**src/rtl/watbulb_sync_fifo_param.sv**
```systemverilog
// Parametrised single-clock FIFO with thresholds, occupancy count, flush and sticky errors.
// Define SYNC_FIFO_FWFT_EN for first-word fall-through reads; the default is a registered read.
module watbulb_sync_fifo_param #(
    parameter int DATA_W        = 6,
    parameter int DEPTH         = 8,
    parameter int AFULL_THRESH  = 6,
    parameter int AEMPTY_THRESH = 1
) (
    input  logic                       clk,
    input  logic                       rst_n,
    input  logic                       flush,
    input  logic                       clr_err,
    input  logic                       wr_en,
    input  logic [DATA_W-1:0]          wr_data,
    input  logic                       rd_en,
    output logic [DATA_W-1:0]          rd_data,
    output logic                       full,
    output logic                       empty,
    output logic                       almost_full,
    output logic                       almost_empty,
    output logic [$clog2(DEPTH):0]     count,
    output logic                       overflow,
    output logic                       underflow
);
    localparam int ADDR_W = $clog2(DEPTH);

    localparam logic [ADDR_W:0]   DEPTH_C  = (ADDR_W+1)'(DEPTH);
    localparam logic [ADDR_W:0]   AFULL_C  = (ADDR_W+1)'(AFULL_THRESH);
    localparam logic [ADDR_W:0]   AEMPTY_C = (ADDR_W+1)'(AEMPTY_THRESH);
    localparam logic [ADDR_W:0]   CNT_ONE  = (ADDR_W+1)'(1);
    localparam logic [ADDR_W-1:0] PTR_ONE  = ADDR_W'(1);

    logic [DATA_W-1:0] mem [DEPTH];

    logic [ADDR_W-1:0] wr_ptr_reg, wr_ptr_next;
    logic [ADDR_W-1:0] rd_ptr_reg, rd_ptr_next;
    logic [ADDR_W:0]   count_reg, count_next;
    logic              overflow_reg, overflow_next;
    logic              underflow_reg, underflow_next;
    logic              wr_acc, rd_acc;

    assign full         = (count_reg == DEPTH_C);
    assign empty        = (count_reg == '0);
    assign almost_full  = (count_reg >= AFULL_C);
    assign almost_empty = (count_reg <= AEMPTY_C);
    assign count        = count_reg;
    assign overflow     = overflow_reg;
    assign underflow    = underflow_reg;

    // A flush swallows both requests, so nothing is accepted or flagged in that cycle.
    always_comb begin
        rd_acc = rd_en & ~empty & ~flush;
        wr_acc = wr_en & ~flush & (~full | rd_acc);
    end

    always_comb begin
        wr_ptr_next    = wr_ptr_reg;
        rd_ptr_next    = rd_ptr_reg;
        count_next     = count_reg;
        overflow_next  = overflow_reg & ~clr_err;
        underflow_next = underflow_reg & ~clr_err;
        if (flush) begin
            wr_ptr_next = '0;
            rd_ptr_next = '0;
            count_next  = '0;
        end else begin
            if (wr_acc) wr_ptr_next = wr_ptr_reg + PTR_ONE;
            if (rd_acc) rd_ptr_next = rd_ptr_reg + PTR_ONE;
            case ({wr_acc, rd_acc})
                2'b10:   count_next = count_reg + CNT_ONE;
                2'b01:   count_next = count_reg - CNT_ONE;
                default: count_next = count_reg;
            endcase
            // A new error beats a simultaneous clear.
            if (wr_en & ~wr_acc) overflow_next  = 1'b1;
            if (rd_en & ~rd_acc) underflow_next = 1'b1;
        end
    end

    always_ff @(posedge clk or negedge rst_n) begin
        if (!rst_n) begin
            wr_ptr_reg    <= '0;
            rd_ptr_reg    <= '0;
            count_reg     <= '0;
            overflow_reg  <= 1'b0;
            underflow_reg <= 1'b0;
        end else begin
            wr_ptr_reg    <= wr_ptr_next;
            rd_ptr_reg    <= rd_ptr_next;
            count_reg     <= count_next;
            overflow_reg  <= overflow_next;
            underflow_reg <= underflow_next;
        end
    end

    // Storage is deliberately left out of reset so it maps onto block RAM.
    always_ff @(posedge clk) begin
        if (wr_acc) mem[wr_ptr_reg] <= wr_data;
    end

`ifdef SYNC_FIFO_FWFT_EN
    assign rd_data = mem[rd_ptr_reg];
`else
    logic [DATA_W-1:0] rd_data_reg;

    always_ff @(posedge clk or negedge rst_n) begin
        if (!rst_n)      rd_data_reg <= '0;
        else if (rd_acc) rd_data_reg <= mem[rd_ptr_reg];
    end

    assign rd_data = rd_data_reg;
`endif

endmodule

```
**config.mk**
```make
export PLATFORM = sky130hd
export DESIGN_NAME = watbulb_sync_fifo_param
export DESIGN_NICKNAME = d
export VERILOG_FILES = /design/src/rtl/watbulb_sync_fifo_param.sv
export SDC_FILE = /design/constraint.sdc
export NUM_CORES = 1
export LEC_CHECK = 0
export CAP_MARGIN = 20
export CORE_MARGIN = 2
export CORE_UTILIZATION = 45
export DETAILED_ROUTE_END_ITERATION = 10
export PLACE_DENSITY = 0.69
export REMOVE_ABC_BUFFERS = 1
export SYNTH_ARGS = -nofsm -noshare
export SYNTH_HDL_FRONTEND = slang
export SYNTH_SLANG_ARGS = --single-unit
export TNS_END_PERCENT = 20
```
**constraint.sdc**
```tcl
create_clock -name clk -period 3 [get_ports clk]
set_clock_uncertainty 0.2 [all_clocks]
set_input_delay 0.6 -clock clk [delete_from_list [all_inputs] [get_ports clk]]
set_output_delay 0.6 -clock clk [all_outputs]
set_load 0.01 [all_outputs]
```
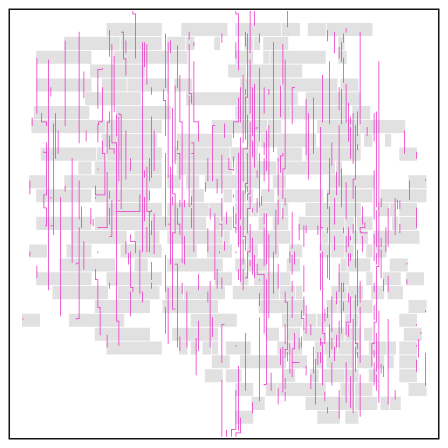
*Metal 2, run 1*
Cells faint in the background.
longest straight run = 45.2 um
main direction = vertical
share of all routed wire = 48%
wire length on this layer = 2570 um

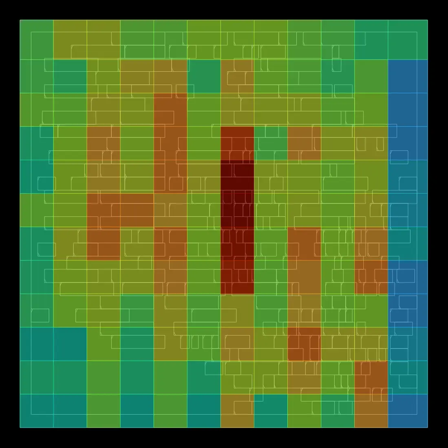
*Routing congestion, run 1*
global-route layer with the greatest usage: met2
Routed WL per cell: 16.5 um

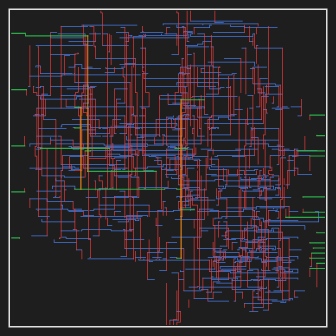
*Signal wires by layer, run 1*
green -> M3  # wire length 175 um
blue -> M1  # wire length 2460 um
orange -> M4  # wire length 100 um
red -> M2  # wire length 2570 um

==> flow_metrics.env, run 1 <==
# physical design summary
export IMPL_io_buffers=27
export IMPL_ff_type="edfxtp_1"
export IMPL_p_per_area_nw_per_um2=697
export IMPL_whs_endpoint="rd_data[3]$_DFFE_PN0P_"
export IMPL_clk_pin_slew_ns=0.07
export IMPL_ys_cells=192
export IMPL_dominant_cells="sequential cells"
export IMPL_max_freq_mhz=346
export IMPL_dp_cells=303
export IMPL_place_detailed_hpwl_mm=3.61
export IMPL_clockBufferDepth=2
export IMPL_regArea_um2=1890
export IMPL_sh_comb_area_pct=25.8
export IMPL_cts_resized=3
export IMPL_grt_max_degree=19
export IMPL_drive_above_1_share_pct=23.0
export IMPL_fin_nets=257
export IMPL_grt_ovfl_total=0
export IMPL_fill_cells=497
export IMPL_drt_iter0_drc=113
export IMPL_placementRows=29
export IMPL_logic_gate_count=111
export IMPL_ys_types=42
export IMPL_required_ns=2.20
export IMPL_layout_cells_most_common_list="edfxtp_1 (48), clkdlybuf4s50_1 (27), nor2_1 (19)"
export IMPL_dieWidth_um=84.1
export IMPL_seq_area_share_pct=53.2
export IMPL_area_share_nonclk_buffers_pct=11.4
export IMPL_critPathLaunch="count[0]$_DFFE_PN0P_"
export IMPL_ir_drop_mv=0.460
export IMPL_grt_pass1_wl_mm=8.61
export IMPL_fa_ha_area_share_pct=2.60
export IMPL_antenna_found_initial=0
export IMPL_worst_slack_ns=0.108
export IMPL_power_combinational_fraction_pct=22.0
export IMPL_lay_top_count="edfxtp_1"
export IMPL_clk_share_pct=6.11
export IMPL_fin_crit_sh_pct=96.4
export IMPL_internal_power_w=0.00183
export IMPL_yosys_area_um2=2890
export IMPL_swShare_pct=26.3
export IMPL_final_comb_area_um2=920
export IMPL_final_util_pct=56.7
export IMPL_cts_setup_buffers=0
export IMPL_common_cells="edfxtp_1 (48), nor2_1 (19), dfrtp_1 (18)"
export IMPL_most_common_cell="edfxtp_1"
export IMPL_postSynthSeqShare_pct=65.6
export IMPL_preCtsSetupSlack_ns=0.265
export IMPL_ioPinCount=28
export IMPL_wl_mm=5.30
export IMPL_worstHoldPathType="register to register"
export IMPL_h_tree_depth=3
export IMPL_max_slew_margin_rel_pct=47.5
export IMPL_rr_startpoint="rd_ptr_reg[0]$_DFFE_PN0P_"
export IMPL_holdPathStages=2
export IMPL_slew_violations=0
export IMPL_total_power_w=0.00248
export IMPL_diodes=0
export IMPL_synth_cells=192
export IMPL_outcome="complete, no violations"
export IMPL_ant_nets=0
-- run 1: power by group through the flow --
stage	registers (W)	logic, W	clock network (W)
floorplan	0.00117	0.000277	0
global placement	0.00115	0.000524	0
detailed placement	0.00116	0.000528	0
CTS	0.00114	0.000533	0.000825
global route	0.00114	0.000600	0.000861
finish	0.00113	0.000547	0.000807
-- run 1: worst max-delay path, cell delays in order, from the launching register on --
cell and delay (ns):
dfrtp_2 0.42, inv_2 0.09, ha_2 0.22, or3b_4 0.43, clkinv_4 0.08, clkdlybuf4s50_1 0.52
-- run 1: routing by layer --
metal,routed length (um),vias up,GRT usage (%)
met5,0,-,0
met4,99,0,8.36
met3,174,9,3.36
met2,2570,36,25.5
met1,2460,859,21.7
li1,-,818,-
==> run 2: changes to the inputs <==
- ABC_CLOCK_PERIOD_IN_PS: default -> 3000
==> run 2 against run 1 <==
Against the previous run:
- wire length unchanged
- core utilization unchanged
- sequential share of layout area unchanged
- critical path type unchanged
- critical endpoint unchanged
- largest power group unchanged
==> flow_metrics.env, run 2 <==
# physical design summary
export IMPL_regArea_um2=1890
export IMPL_ioPinCount=28
export IMPL_ant_nets=0
export IMPL_final_comb_area_um2=920
export IMPL_grt_ovfl_total=0
export IMPL_ys_types=42
export IMPL_top_cells_by_area="edfxtp_1 (50%), dfrtp_1 (16%), mux4_2 (9.4%)"
export IMPL_antenna_found_initial=0
export IMPL_drt_iter0_drc=113
export IMPL_postSynthSeqShare_pct=65.6
export IMPL_rsz0062_at_grt="false"
export IMPL_drive_above_1_share_pct=23.0
export IMPL_met1_usage_pct=21.7
export IMPL_layout_cells_most_common_list="edfxtp_1 (48), clkdlybuf4s50_1 (27), nor2_1 (19)"
export IMPL_hold_start="rd_data[3]$_DFFE_PN0P_"
export IMPL_placementRows=29
export IMPL_cts_resized=3
export IMPL_rr_startpoint="rd_ptr_reg[0]$_DFFE_PN0P_"
export IMPL_area_share_nonclk_buffers_pct=11.4
export IMPL_clockBufferCount=9
export IMPL_sh_comb_area_pct=25.8
export IMPL_internal_power_w=0.00183
export IMPL_worst_slack_ns=0.108
export IMPL_dieWidth_um=84.1
export IMPL_yosys_area_um2=2890
export IMPL_ctsRootBufferMaster="clkbuf_8"
export IMPL_cts_setup_buffers=0
export IMPL_leakage_nw=1.27
export IMPL_synth_cells=192
export IMPL_max_freq_mhz=346
export IMPL_outcome="complete, no violations"
export IMPL_whs_endpoint="rd_data[3]$_DFFE_PN0P_"
export IMPL_diodes=0
export IMPL_clk_share_pct=6.11
export IMPL_wl_mm=5.30
export IMPL_worstHoldPathType="register to register"
export IMPL_wl_met1_mm=2.46
export IMPL_top_layer_used="met4"
export IMPL_syn_area_per_cell_um2=15.0
export IMPL_worst_setup_path_end_kind="output pin"
export IMPL_p_switching_w=0.000652
export IMPL_ff_type="edfxtp_1"
export IMPL_grt_usage_pct=16.3
export IMPL_grt_busiest_layer="met2"
export IMPL_grtUsageMet3_pct=3.36
export IMPL_fill_cells=497
export IMPL_tool_warnings=28
export IMPL_common_cells="edfxtp_1 (48), nor2_1 (19), dfrtp_1 (18)"
export IMPL_clk_pin_slew_ns=0.07
export IMPL_rrSetupSlack_ns=0.94
export IMPL_power_combinational_fraction_pct=22.0
export IMPL_final_util_pct=56.7
export IMPL_ys_cells=192
export IMPL_logic_gate_count=111
export IMPL_preCtsSetupSlack_ns=0.265
export IMPL_fin_nets=257
export IMPL_most_common_cell="edfxtp_1"
export IMPL_cts_buffers=9
export IMPL_drv_cap=0
export IMPL_ys_flops=66
export IMPL_dominant_cells="sequential cells"
export IMPL_h_tree_depth=3
export IMPL_seq_area_share_pct=53.2
export IMPL_p_per_area_nw_per_um2=697
export IMPL_lay_top_count="edfxtp_1"
export IMPL_seq_power_share_pct=45.5
export IMPL_met2_length_mm=2.57
export IMPL_max_slew_margin_rel_pct=47.5
export IMPL_io_buffers=27
export IMPL_area_growth_pct=23.4
export IMPL_setup_viol=0
export IMPL_clockBufferDepth=2
export IMPL_required_ns=2.20
export IMPL_grt_max_degree=19
export IMPL_ir_drop_mv=0.460
export IMPL_fin_crit_sh_pct=96.4
export IMPL_synth_top_cell_area_share_pct=50.0
export IMPL_grt_pass1_wl_mm=8.61
export IMPL_chipArea_um2=7070
export IMPL_routed_wl_met3_um=174
export IMPL_total_power_w=0.00248
export IMPL_holdPathStages=2
export IMPL_slew_violations=0
export IMPL_critPathLaunch="count[0]$_DFFE_PN0P_"
export IMPL_use_met2_pct=25.5
export IMPL_dp_cells=303
export IMPL_grt_pass1_vias=1696
export IMPL_swShare_pct=26.3
export IMPL_wl_per_cell_um=16.5
export IMPL_fp_util_pct=46.0
export IMPL_place_detailed_hpwl_mm=3.61
run 2: kinds of logic after synthesis:
family	after synthesis	share of synthesized area (%)
and+or+nand+nor	52	9.06
DFF	66	65.6
xor gates and xnor gates	5	1.52
adders and majority gates	6	2.60
muxes	20	12.2
AOI/OAI and AO/OA	28	6.42
buffers and inverters	15	2.65
run 2: power groups by stage:
stage	clock network (W)	logic, W	registers, W
after global routing	0.000861	0.000600	0.00114
after floorplan	0	0.000277	0.00117
final	0.000807	0.000547	0.00113
after CTS	0.000825	0.000533	0.00114
after detailed placement	0	0.000528	0.00116
after global placement	0	0.000524	0.00115
run 2: critical path, stage by stage, from the launching register on:
cell	delay, ns
dfrtp_2	0.42
inv_2	0.09
ha_2	0.22
or3b_4	0.43
clkinv_4	0.08
clkdlybuf4s50_1	0.52
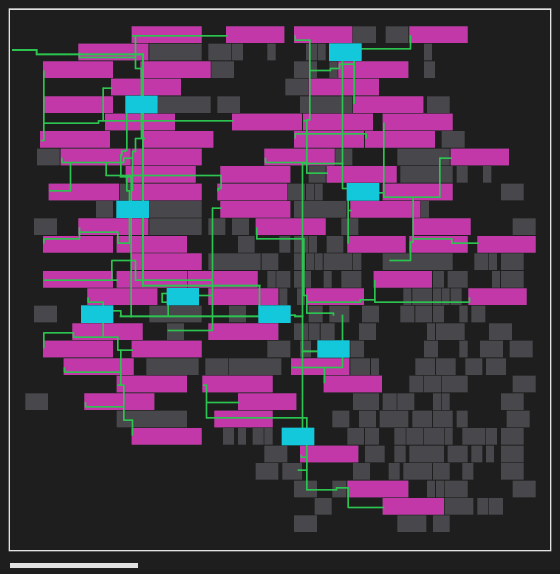
*Clock network drawn from the DEF, run 2*
The bar under the picture is 20 um long.
cyan -> clock-net drivers  # count 9
magenta -> flip-flops  # count 66
green -> clock wires  # length 804 um
routed clock nets = 10
clk pwr: 0.000807 W
Clk pwr share: 32.5%
clk_lat worst skew: 0.34 ns

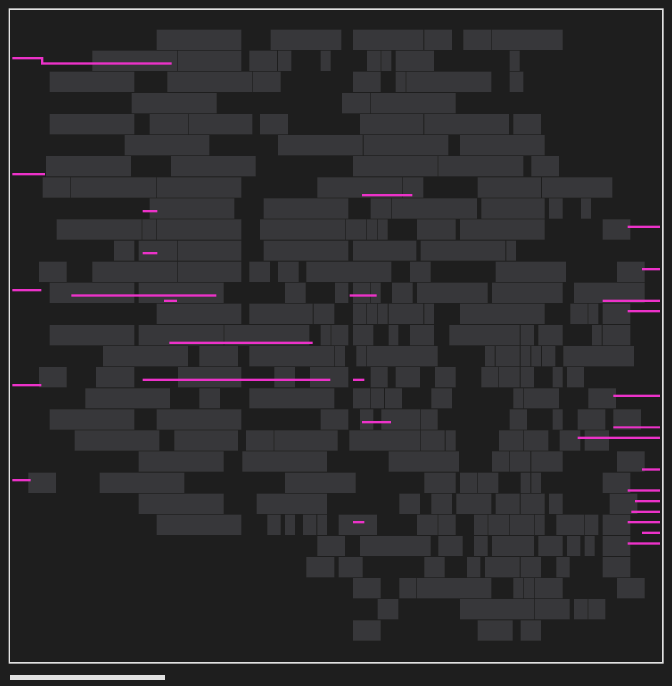
*The metal 3 layer, run 2*
The bar under the picture is 20 um long. Cells faint in the background.
main direction = horizontal
share of all routed wire = 3.3%
wire length on this layer = 175 um
nets with wire on the layer = 23
longest straight run = 23.9 um

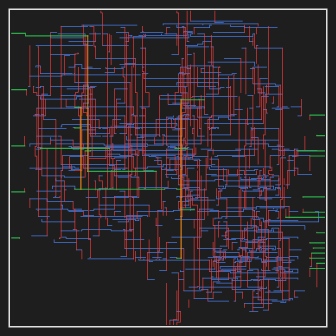
*Signal wires by layer, run 2*
blue -> M1  # wire length 2460 um
red -> M2  # wire length 2570 um
orange -> M4  # wire length 100 um
green -> M3  # wire length 175 um

==> run 3: changes to the inputs <==
- TNS_END_PERCENT: 20 -> 1
==> run 3 against run 2 <==
Against the previous run:
- critical path depth stayed put
- design area unchanged
- power unchanged
- cell count stayed put
- sequential cell count stayed put
- non-clock buffer count unchanged
- sequential power hardly changed
- core utilization stayed put
- critical path type unchanged
- highest routed layer unchanged
==> flow_metrics.env, run 3 <==
# physical design summary
export IMPL_totalNegativeSetupSlack_ns=0
export IMPL_ys_cells=192
export IMPL_edf_count=48
export IMPL_ff_type="edfxtp_1"
export IMPL_core_area_um2=6280
export IMPL_muxShareOfSynthArea_pct=12.2
export IMPL_compound_area_share_pct=6.42
export IMPL_ir_drop_mv=0.460
export IMPL_hold_slack_ns=0.327
export IMPL_lay_top_count="edfxtp_1"
export IMPL_ioPinCount=28
export IMPL_synthArstFlopShare_pct=27.3
export IMPL_gp_congestion=0.774
export IMPL_chipArea_um2=7070
export IMPL_clockBufferDepth=2
export IMPL_wl_per_cell_um=16.5
export IMPL_cts_buffers=9
export IMPL_whs_endpoint="rd_data[3]$_DFFE_PN0P_"
export IMPL_rsz0062_at_grt="false"
export IMPL_ys_types=42
export IMPL_dieWidth_um=84.1
export IMPL_slew_violations=0
export IMPL_synth_cells=192
export IMPL_grt_pass1_wl_mm=8.61
export IMPL_place_area_um2=3320
export IMPL_outcome="complete, no violations"
export IMPL_largest_reg_flops=48
export IMPL_crit_path_end="empty"
export IMPL_critPathLaunch="count[0]$_DFFE_PN0P_"
export IMPL_period_needed_ns=2.89
export IMPL_worstHoldPathType="register to register"
export IMPL_grt_ovfl_total=0
export IMPL_layout_cells_most_common_list="edfxtp_1 (48), clkdlybuf4s50_1 (27), nor2_1 (19)"
export IMPL_area_growth_pct=23.4
export IMPL_io_buffers=27
export IMPL_synth_top_cell_area_share_pct=50.0
export IMPL_cts_resized=3
export IMPL_postSynthSeqShare_pct=65.6
export IMPL_synthSimpleGateAreaFrac_pct=9.06
export IMPL_clk_pin_slew_ns=0.07
export IMPL_hold_viol=0
export IMPL_top_cells_by_area="edfxtp_1 (50%), dfrtp_1 (16%), mux4_2 (9.4%)"
export IMPL_crit_path_max_incr_delay_ns=0.52
export IMPL_worst_setup_path_end_kind="output pin"
export IMPL_hold_start="rd_data[3]$_DFFE_PN0P_"
export IMPL_common_cells="edfxtp_1 (48), nor2_1 (19), dfrtp_1 (18)"
export IMPL_leakage_nw=1.27
export IMPL_start_kind="register"
export IMPL_p_per_area_nw_per_um2=697
export IMPL_cp_depth=5
export IMPL_logic_family="multiplexers"
export IMPL_worst_slew_pin_slew_ns=0.787
export IMPL_netlist_area_um2=2890
export IMPL_syn_area_per_cell_um2=15.0
export IMPL_drv_cap=0
export IMPL_drt_iter0_drc=113
export IMPL_fin_nets=257
export IMPL_cp_max_fo=6
export IMPL_clock_latency_late_pin_ns=0.34
export IMPL_cts_setup_buffers=0
export IMPL_drc=0
export IMPL_fin_crit_sh_pct=96.4
export IMPL_antenna_found_initial=0
export IMPL_fp_util_pct=46.0
export IMPL_fa_ha_area_share_pct=2.60
export IMPL_die_size_y_um=84.1
export IMPL_critPathKind="register to output pin"
export IMPL_rr_startpoint="rd_ptr_reg[0]$_DFFE_PN0P_"
export IMPL_rr_worst_depth=3
export IMPL_ant_nets=0
export IMPL_ys_flops=66
export IMPL_max_freq_mhz=346
export IMPL_dp_cells=303
export IMPL_drive_above_1_share_pct=23.0
export IMPL_cts_sinks=66
export IMPL_top_area_cell="edfxtp_1"
export IMPL_holdPathStages=2
export IMPL_diodes=0
export IMPL_cp_num_buf_inv=3
export IMPL_cp_cell_sequence="inv_2 > ha_2 > or3b_4 > clkinv_4 > clkdlybuf4s50_1"
export IMPL_cts_tree="built"
export IMPL_total_power_w=0.00248
export IMPL_yosys_area_um2=2890
export IMPL_required_ns=2.20
export IMPL_critical_path_slowest_cell="clkdlybuf4s50_1"
export IMPL_preCtsSetupSlack_ns=0.265
export IMPL_grt_max_degree=19
export IMPL_rrSetupSlack_ns=0.94
export IMPL_setup_viol=0
export IMPL_worst_slack_ns=0.108
export IMPL_most_common_cell="edfxtp_1"
export IMPL_h_tree_depth=3
export IMPL_place_detailed_hpwl_mm=3.61
export IMPL_finalNonFillerCells=321
export IMPL_yosys_warnings=0
export IMPL_xor_share_pct=1.52
export IMPL_max_slew_margin_rel_pct=47.5
export IMPL_grt_pass1_vias=1696
export IMPL_wl_mm=5.30
export IMPL_viasPerCell=5.36
export IMPL_fin_area_um2=3560
export IMPL_path_delay_family="buffers and inverters"
export IMPL_num_vias=1722
export IMPL_cp_data_arrival_time_ns=2.09
export IMPL_placementRows=29
export IMPL_ctsRootBufferMaster="clkbuf_8"
export IMPL_reg2reg_to="rd_data[4]$_DFFE_PN0P_"
export IMPL_drtPass1Iterations=5
export IMPL_tool_warnings=28
export IMPL_hold_buffers=0
==> run 3: cell counts in the layout (fill, tap and decap cells not counted) <==
Identical to the previous run, type by type.
==> run 3: metal layers <==
layer	global-route usage (%)	routed length, um	share of wire, %
met3	3.36	174	3.3
met1	21.7	2460	46
met4	8.36	99	1.9
met5	0	0	0
met2	25.5	2570	48
==> run 3: layout make-up <==
class / instances / area, um^2
Fill cell: 497 / 2720
Timing Repair Buffer: 45 / 405
Inverter: 6 / 27.5
Clock buffer: 9 / 124
Tap cell: 77 / 96.3
Multi-Input combinational cell: 111 / 920
Clock inverter: 7 / 93.8
Sequential cell: 66 / 1890
==> run 3: report_power, final <==
group          internal, W  switching [W]
logic             0.000313       0.000234
registers          0.00105      0.0000764
clock network     0.000466       0.000341
total              0.00183       0.000652
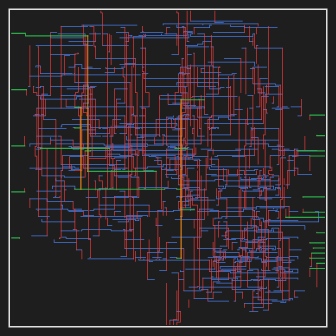
*Signal wires by layer, run 3*
red -> M2  # wire length 2570 um
orange -> M4  # wire length 100 um
green -> M3  # wire length 175 um
blue -> M1  # wire length 2460 um

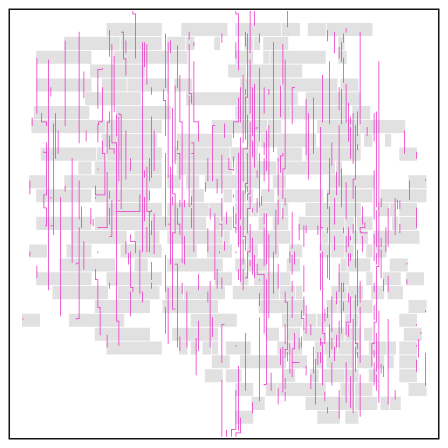
*Metal 2, run 3*
Cells faint in the background.
wire length on this layer = 2570 um
longest straight run = 45.2 um
main direction = vertical
nets with wire on the layer = 220
share of all routed wire = 48%

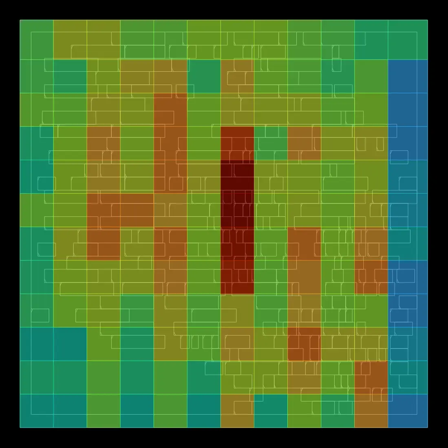
*Routing congestion, run 3*
met3 Use GR: 3.36%
gr usage total: 16.3%
final core area utilization: 56.7%
routing usage on met1: 21.7%
met2 Use GR: 25.5%

Power is estimated from default activity; no workload was simulated.
